==> images/detail.png <==
The bar under the picture is 10 um long. Region (25, 5) to (65, 45) um. Cells in gray, sequential cells in the stronger gray; small squares are vias.
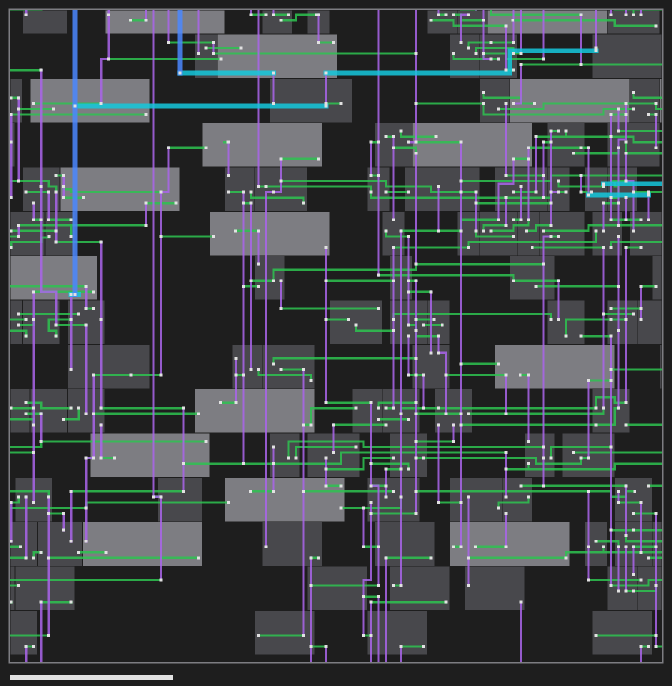
==> images/layer_met1.png <==
The bar under the picture is 20 um long. Supply wires on this layer in gray. Cells faint in the background.
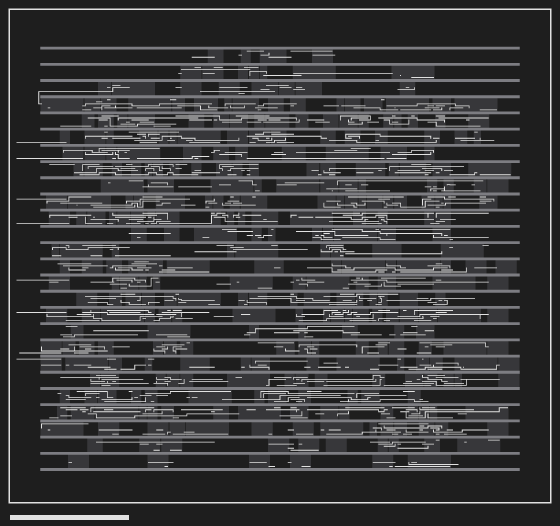
==> images/sizes.png <==
The bar under the picture is 20 um long.
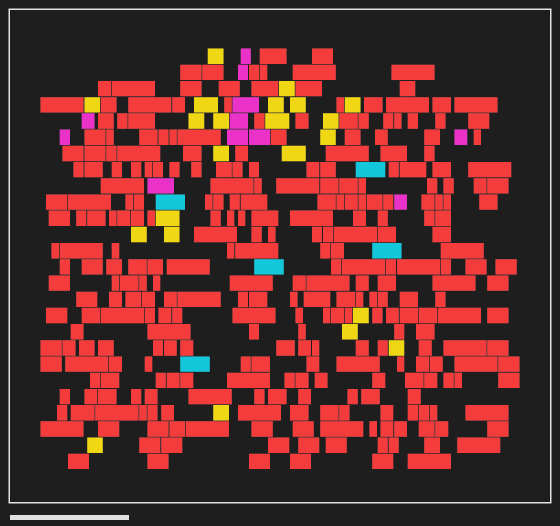
==> images/layer_met2.png <==
The bar under the picture is 20 um long. Cells faint in the background.
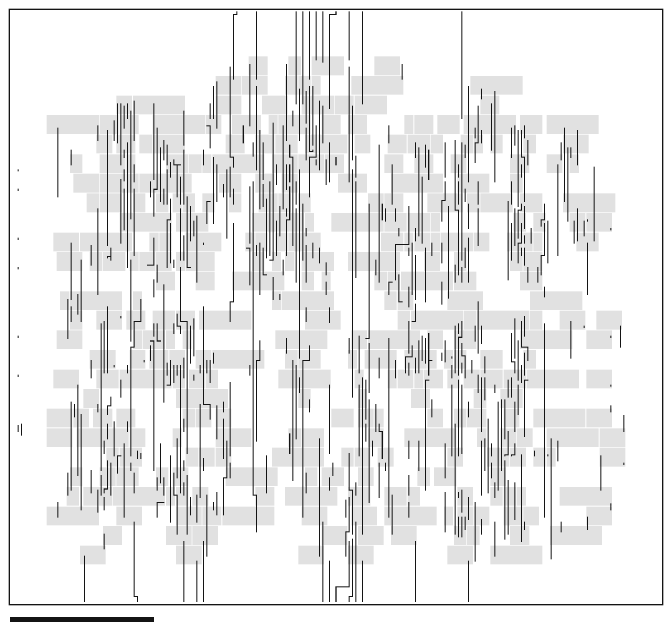
<file path="src/rtl/pipeline_stall_controller.sv">
// Pipeline stall/flush/freeze sequencer for the 5-stage MIPS pipeline.
// Arbitrates MemBusy > redirect > flush tail > hazard stall > run, and keeps perf counters and a stall watchdog.
module pipeline_stall_controller #(
  parameter int unsigned FLUSH_CYCLES = 1,
  parameter int unsigned MAX_STALL    = 8,
  parameter int unsigned CNT_W        = 16
) (
  input  logic             Clk,
  input  logic             Rst,
  input  logic             HazardStall,
  input  logic             BranchTaken,
  input  logic             JumpTaken,
  input  logic             MemBusy,
  output logic             PCWrite,
  output logic             IFIDWrite,
  output logic             IFIDFlush,
  output logic             IDEXBubble,
  output logic             PipeFreeze,
  output logic [1:0]       State,
  output logic [CNT_W-1:0] StallCount,
  output logic [CNT_W-1:0] FlushCount,
  output logic             WatchdogErr
);

  typedef enum logic [1:0] {
    ST_RUN    = 2'd0,
    ST_STALL  = 2'd1,
    ST_FLUSH  = 2'd2,
    ST_FREEZE = 2'd3
  } state_e;

  localparam logic [2:0]       FLUSH_RELOAD = 3'(FLUSH_CYCLES - 1);
  localparam logic [8:0]       WD_LIMIT     = 9'(MAX_STALL);
  localparam logic [CNT_W-1:0] CNT_MAX      = '1;
  localparam logic [CNT_W-1:0] CNT_ONE      = CNT_W'(1);

  state_e           state_q, state_d;
  logic [2:0]       flush_left_q, flush_left_d;
  logic [7:0]       stall_run_q, stall_run_d;
  logic [CNT_W-1:0] stall_count_q, stall_count_d;
  logic [CNT_W-1:0] flush_count_q, flush_count_d;
  logic             watchdog_q, watchdog_d;
  logic             redirect;

  assign redirect = BranchTaken | JumpTaken;

  // Decision and enables are purely combinational so a stall or flush
  // acts in the very cycle it is requested.
  always_comb begin
    // NOTE: every signal written here gets a default first; a path that
    // skipped one would infer a latch.
    state_d       = ST_RUN;
    flush_left_d  = flush_left_q;
    stall_run_d   = 8'd0;
    stall_count_d = stall_count_q;
    flush_count_d = flush_count_q;
    watchdog_d    = watchdog_q;
    PCWrite       = 1'b1;
    IFIDWrite     = 1'b1;
    IFIDFlush     = 1'b0;
    IDEXBubble    = 1'b0;
    PipeFreeze    = 1'b0;

    if (Rst) begin
      // Register clearing happens in the state process; only the
      // enable pattern matters here.
      PCWrite    = 1'b0;
      IFIDWrite  = 1'b0;
      IFIDFlush  = 1'b1;
      IDEXBubble = 1'b1;
    end else if (MemBusy) begin
      // Frozen stages keep presenting any redirect or stall, so nothing is lost.
      state_d     = ST_FREEZE;
      stall_run_d = stall_run_q;
      PCWrite     = 1'b0;
      IFIDWrite   = 1'b0;
      PipeFreeze  = 1'b1;
    end else if (redirect) begin
      state_d       = ST_FLUSH;
      flush_left_d  = FLUSH_RELOAD;
      flush_count_d = (flush_count_q == CNT_MAX) ? CNT_MAX : flush_count_q + CNT_ONE;
      IFIDFlush     = 1'b1;
    end else if (flush_left_q != 3'd0) begin
      // ID holds a squashed nop, so any hazard it reports is spurious.
      state_d      = ST_FLUSH;
      flush_left_d = flush_left_q - 3'd1;
      IFIDFlush    = 1'b1;
    end else if (HazardStall) begin
      state_d       = ST_STALL;
      stall_count_d = (stall_count_q == CNT_MAX) ? CNT_MAX : stall_count_q + CNT_ONE;
      stall_run_d   = (stall_run_q == 8'hFF) ? 8'hFF : stall_run_q + 8'd1;
      if (({1'b0, stall_run_q} + 9'd1) == WD_LIMIT) begin
        watchdog_d = 1'b1;
      end
      PCWrite    = 1'b0;
      IFIDWrite  = 1'b0;
      IDEXBubble = 1'b1;
    end
  end

  always_ff @(posedge Clk) begin
    // NOTE: state registers use non-blocking assignments so every
    // register samples the pre-edge values regardless of statement order.
    if (Rst) begin
      state_q       <= ST_RUN;
      flush_left_q  <= 3'd0;
      stall_run_q   <= 8'd0;
      stall_count_q <= '0;
      flush_count_q <= '0;
      watchdog_q    <= 1'b0;
    end else begin
      state_q       <= state_d;
      flush_left_q  <= flush_left_d;
      stall_run_q   <= stall_run_d;
      stall_count_q <= stall_count_d;
      flush_count_q <= flush_count_d;
      watchdog_q    <= watchdog_d;
    end
  end

  assign State       = state_q;
  assign StallCount  = stall_count_q;
  assign FlushCount  = flush_count_q;
  assign WatchdogErr = watchdog_q;

endmodule

</file>
<file path="config.mk">
export PLATFORM = sky130hd
export DESIGN_NAME = pipeline_stall_controller
export DESIGN_NICKNAME = d
export VERILOG_FILES = /design/src/rtl/pipeline_stall_controller.sv
export SDC_FILE = /design/constraint.sdc
export NUM_CORES = 1
export LEC_CHECK = 0
export CAP_MARGIN = 5
export CORE_ASPECT_RATIO = 0.9
export CORE_MARGIN = 5
export CORE_UTILIZATION = 40
export CTS_BUF_LIST = sky130_fd_sc_hd__clkbuf_8
export DETAILED_ROUTE_END_ITERATION = 8
export PLACE_DENSITY_LB_ADDON = 0.05
export REMOVE_ABC_BUFFERS = 1
export SYNTH_ARGS = -nofsm -noshare
export SYNTH_HDL_FRONTEND = slang
export SYNTH_SLANG_ARGS = --single-unit
</file>
<file path="constraint.sdc">
create_clock -name Clk -period 3.05 [get_ports Clk]
set_input_delay 0.915 -clock Clk [delete_from_list [all_inputs] [get_ports Clk]]
set_output_delay 0.915 -clock Clk [all_outputs]
set_load 0.01 [all_outputs]
</file>
==> flow_summary.toml <==
# physical design summary
[clock_network]
clock-root-buffer = "clkbuf_8"
clk_path_buf_depth = 2
post_cts_buffers = 0
clock_latency_ns = 0.29
ctsHoldBuffers = 0
cts_tree = "done"

[grt]
antenna_found_initial = 0
track_usage_pct = 16.0
first_global_vias = 2094
grt-ovfl-total = 0

[die]
rows = 26
die_x_um = 90.6
ios = 46
dieArea_um2 = 7480
die_y_um = 82.6

[setup_path]
cp-start-kind = "input pin"
crit_end = "PipeFreeze"
worstPathMaxFanout = 10
crit_arrival_ns = 2.01
critPathCaptureType = "output pin"

[hold_path]
whs_endpoint = "flush_left_q[2]"
hold_depth = 2
hp-class = "reg2reg"

[sta]
final.min_clock_period_ns = 2.92
finClkSkew_ns = 0.00604
slew_viol_final = 0
slew_headroom_pct = 60.7

[drt]
ant_nets = 0
wl_per_cell_um = 14.3
viasPerCell = 5.50
drc_errors = 0

[logic_synthesis]
xor_share_pct = 5.99
top_area_cell = "dfxtp_1"
synth-cells-yosys = 277
adder_share_pct = 3.21
netlist_instances = 277
ff_type = "dfxtp_1"
ys_types = 46
syn_avg_cell_area_um2 = 8.45
mux_share_pct = 0.428
yosysWarningCount = 0
syn-cell-area_um2 = 2340
ys.flops = 46

[placed_design]
io_buffers = 45
place_area_um2 = 2970
dp_hpwl_um = 4090
dp.cells = 399

[job]
maxCapViolCount = 0

[cells_and_area]
n_antenna_cell = 0
drive_above_1_share_pct = 11.3
stdcell_count = 406

[status]
run_status = "finished clean"

[power_and_ir_drop]
cellLeakagePower_nw = 1.05
power_density_nw_per_um2 = 342
Back to the opening pictures, detail.png:
[purple] metal 2
[blue] metal 4
[green] metal 1
[cyan] metal 3
cells with their middle in the window: 97
most frequent: dfxtp_1 (16), a21oi_1 (10), clkdlybuf4s50_1 (9)
sequential cells in the window: 16
netlist names of flops here include: FlushCount (8), StallCount (5), flush_left_q (2)

Back to the opening pictures, layer_met1.png:
main direction: horizontal
longest straight run: 24.4 um
share of all routed wire: 50%
wire length on this layer: 2880 um
nets with wire on the layer: 317

Back to the opening pictures, sizes.png:
[yellow] _3 and _4 cells | cells: 22 | share: 6.5% | most used: buf_4
[magenta] _2 cells | cells: 11 | share: 3.3%
[cyan] _6 and larger | cells: 5 | share: 1.5% | most used: clkbuf_8
[red] _0 and _1 cells | cells: 298 | share: 89% | most used: dfxtp_1
Buffers excl. clock: 63
final worst setup slack: 0.128 ns
Area Overhead vs Synth: 30.6%
Final Cell Area: 3060 um2

Back to the opening pictures, layer_met2.png:
wire length on this layer: 2590 um
nets with wire on the layer: 285
main direction: vertical

==> power breakdown <==
group          switching [W]  leakage, nW  internal [W]
Clock               0.000195       0.0466      0.000152
Combinational      0.0000450        0.635     0.0000416
Sequential        0.00000587        0.372      0.000605
==> registers in the layout, summed over array words and instances, names as in the netlist <==
| signal | flops |
|---|---|
| WatchdogErr | 1 |
| stall_run_q | 8 |
| StallCount | 16 |
| State | 2 |
| FlushCount | 16 |
| flush_left_q | 3 |
==> cell usage in the layout, fill, tap and decap left out, drive strengths merged, types with 4 or more instances in the layout <==
cell type       n
nand2b          4
nor2           11
clkdlybuf4s50  37
ha              6
nand3          13
o21ai          12
inv            13
nor3           17
xnor2          13
a31oi          13
or3             8
a211oi          5
nand2          19
and3            5
a21oi          22
dfxtp          46
nor4            9
a21o            4
buf            21
clkbuf          5
a22o            5
nand4           7
==> through the flow <==
| stage | power [W] | setup slack [ns] | utilization, % |
|---|---|---|---|
| finish | 0.00104 | 0.128 | 53.7 |
| global route | 0.00109 | 0.0583 | 53.7 |
| CTS | 0.00106 | -0.0667 | 53.4 |
| detailed placement | 0.000713 | -0.421 | 52.1 |
| global placement | 0.000713 | -0.412 | 52.1 |
| floorplan | 0.000656 | 0.439 | - |
==> final cells by class <==
class                      instances  area, um2
multi-input combinational        209       1350
sequential                        46        921
timing repair buffer              63        577
fill                             557       2640
clock buffer                       5       68.8
tap                               70       87.6
clock inverter                     2       7.51
inverter                          11       41.3
==> worst max-delay path, stage by stage <==
cell	delay, ns
clkdlybuf4s50_1	0.45
buf_4	0.17
nand2b_1	0.14
inv_1	0.05
dlygate4sd2_1	0.28
==> logic make-up after synthesis <==
family          after synthesis
simple gates                110
compound gates               76
flops                        46
buf+inv                      22
xor+xnor                     16
fa+ha+maj                     6
mux                           1
==> metal layers <==
| metal | share of wire [%] | vias to the layer above | GRT usage [%] |
|---|---|---|---|
| met1 | 50 | 1044 | 21.4 |
| met3 | 4.7 | 5 | 3.71 |
| li1 | - | 1144 | - |
| met5 | 0 | - | 0 |
| met4 | 0.91 | 0 | 5.51 |
| met2 | 45 | 42 | 25.4 |
==> Yosys cell counts, drive strengths merged (2+ instances only) <==
| cell | instances |
|---|---|
| a211oi | 5 |
| a21o | 4 |
| a21oi | 22 |
| a22o | 5 |
| a311oi | 2 |
| a31oi | 13 |
| a41oi | 3 |
| and2 | 3 |
| and3 | 5 |
| and4 | 2 |
| buf | 3 |
| clkbuf | 8 |
| dfxtp | 46 |
| ha | 6 |
| inv | 11 |
| nand2 | 19 |
| nand2b | 4 |
| nand3 | 13 |
| nand4 | 7 |
| nor2 | 11 |
| nor2b | 2 |
| nor3 | 17 |
| nor4 | 9 |
| nor4b | 2 |
| o21ai | 12 |
| o21bai | 2 |
| o31ai | 3 |
| or2 | 3 |
| or3 | 8 |
| or4 | 2 |
| xnor2 | 13 |
| xor2 | 3 |
==> what timing repair did <==
item | CTS | global route
pin swaps | 0 | 3
resized | 16 | 8
setup endpoints to repair | 5 | 4
Power is estimated from default activity; no workload was simulated.
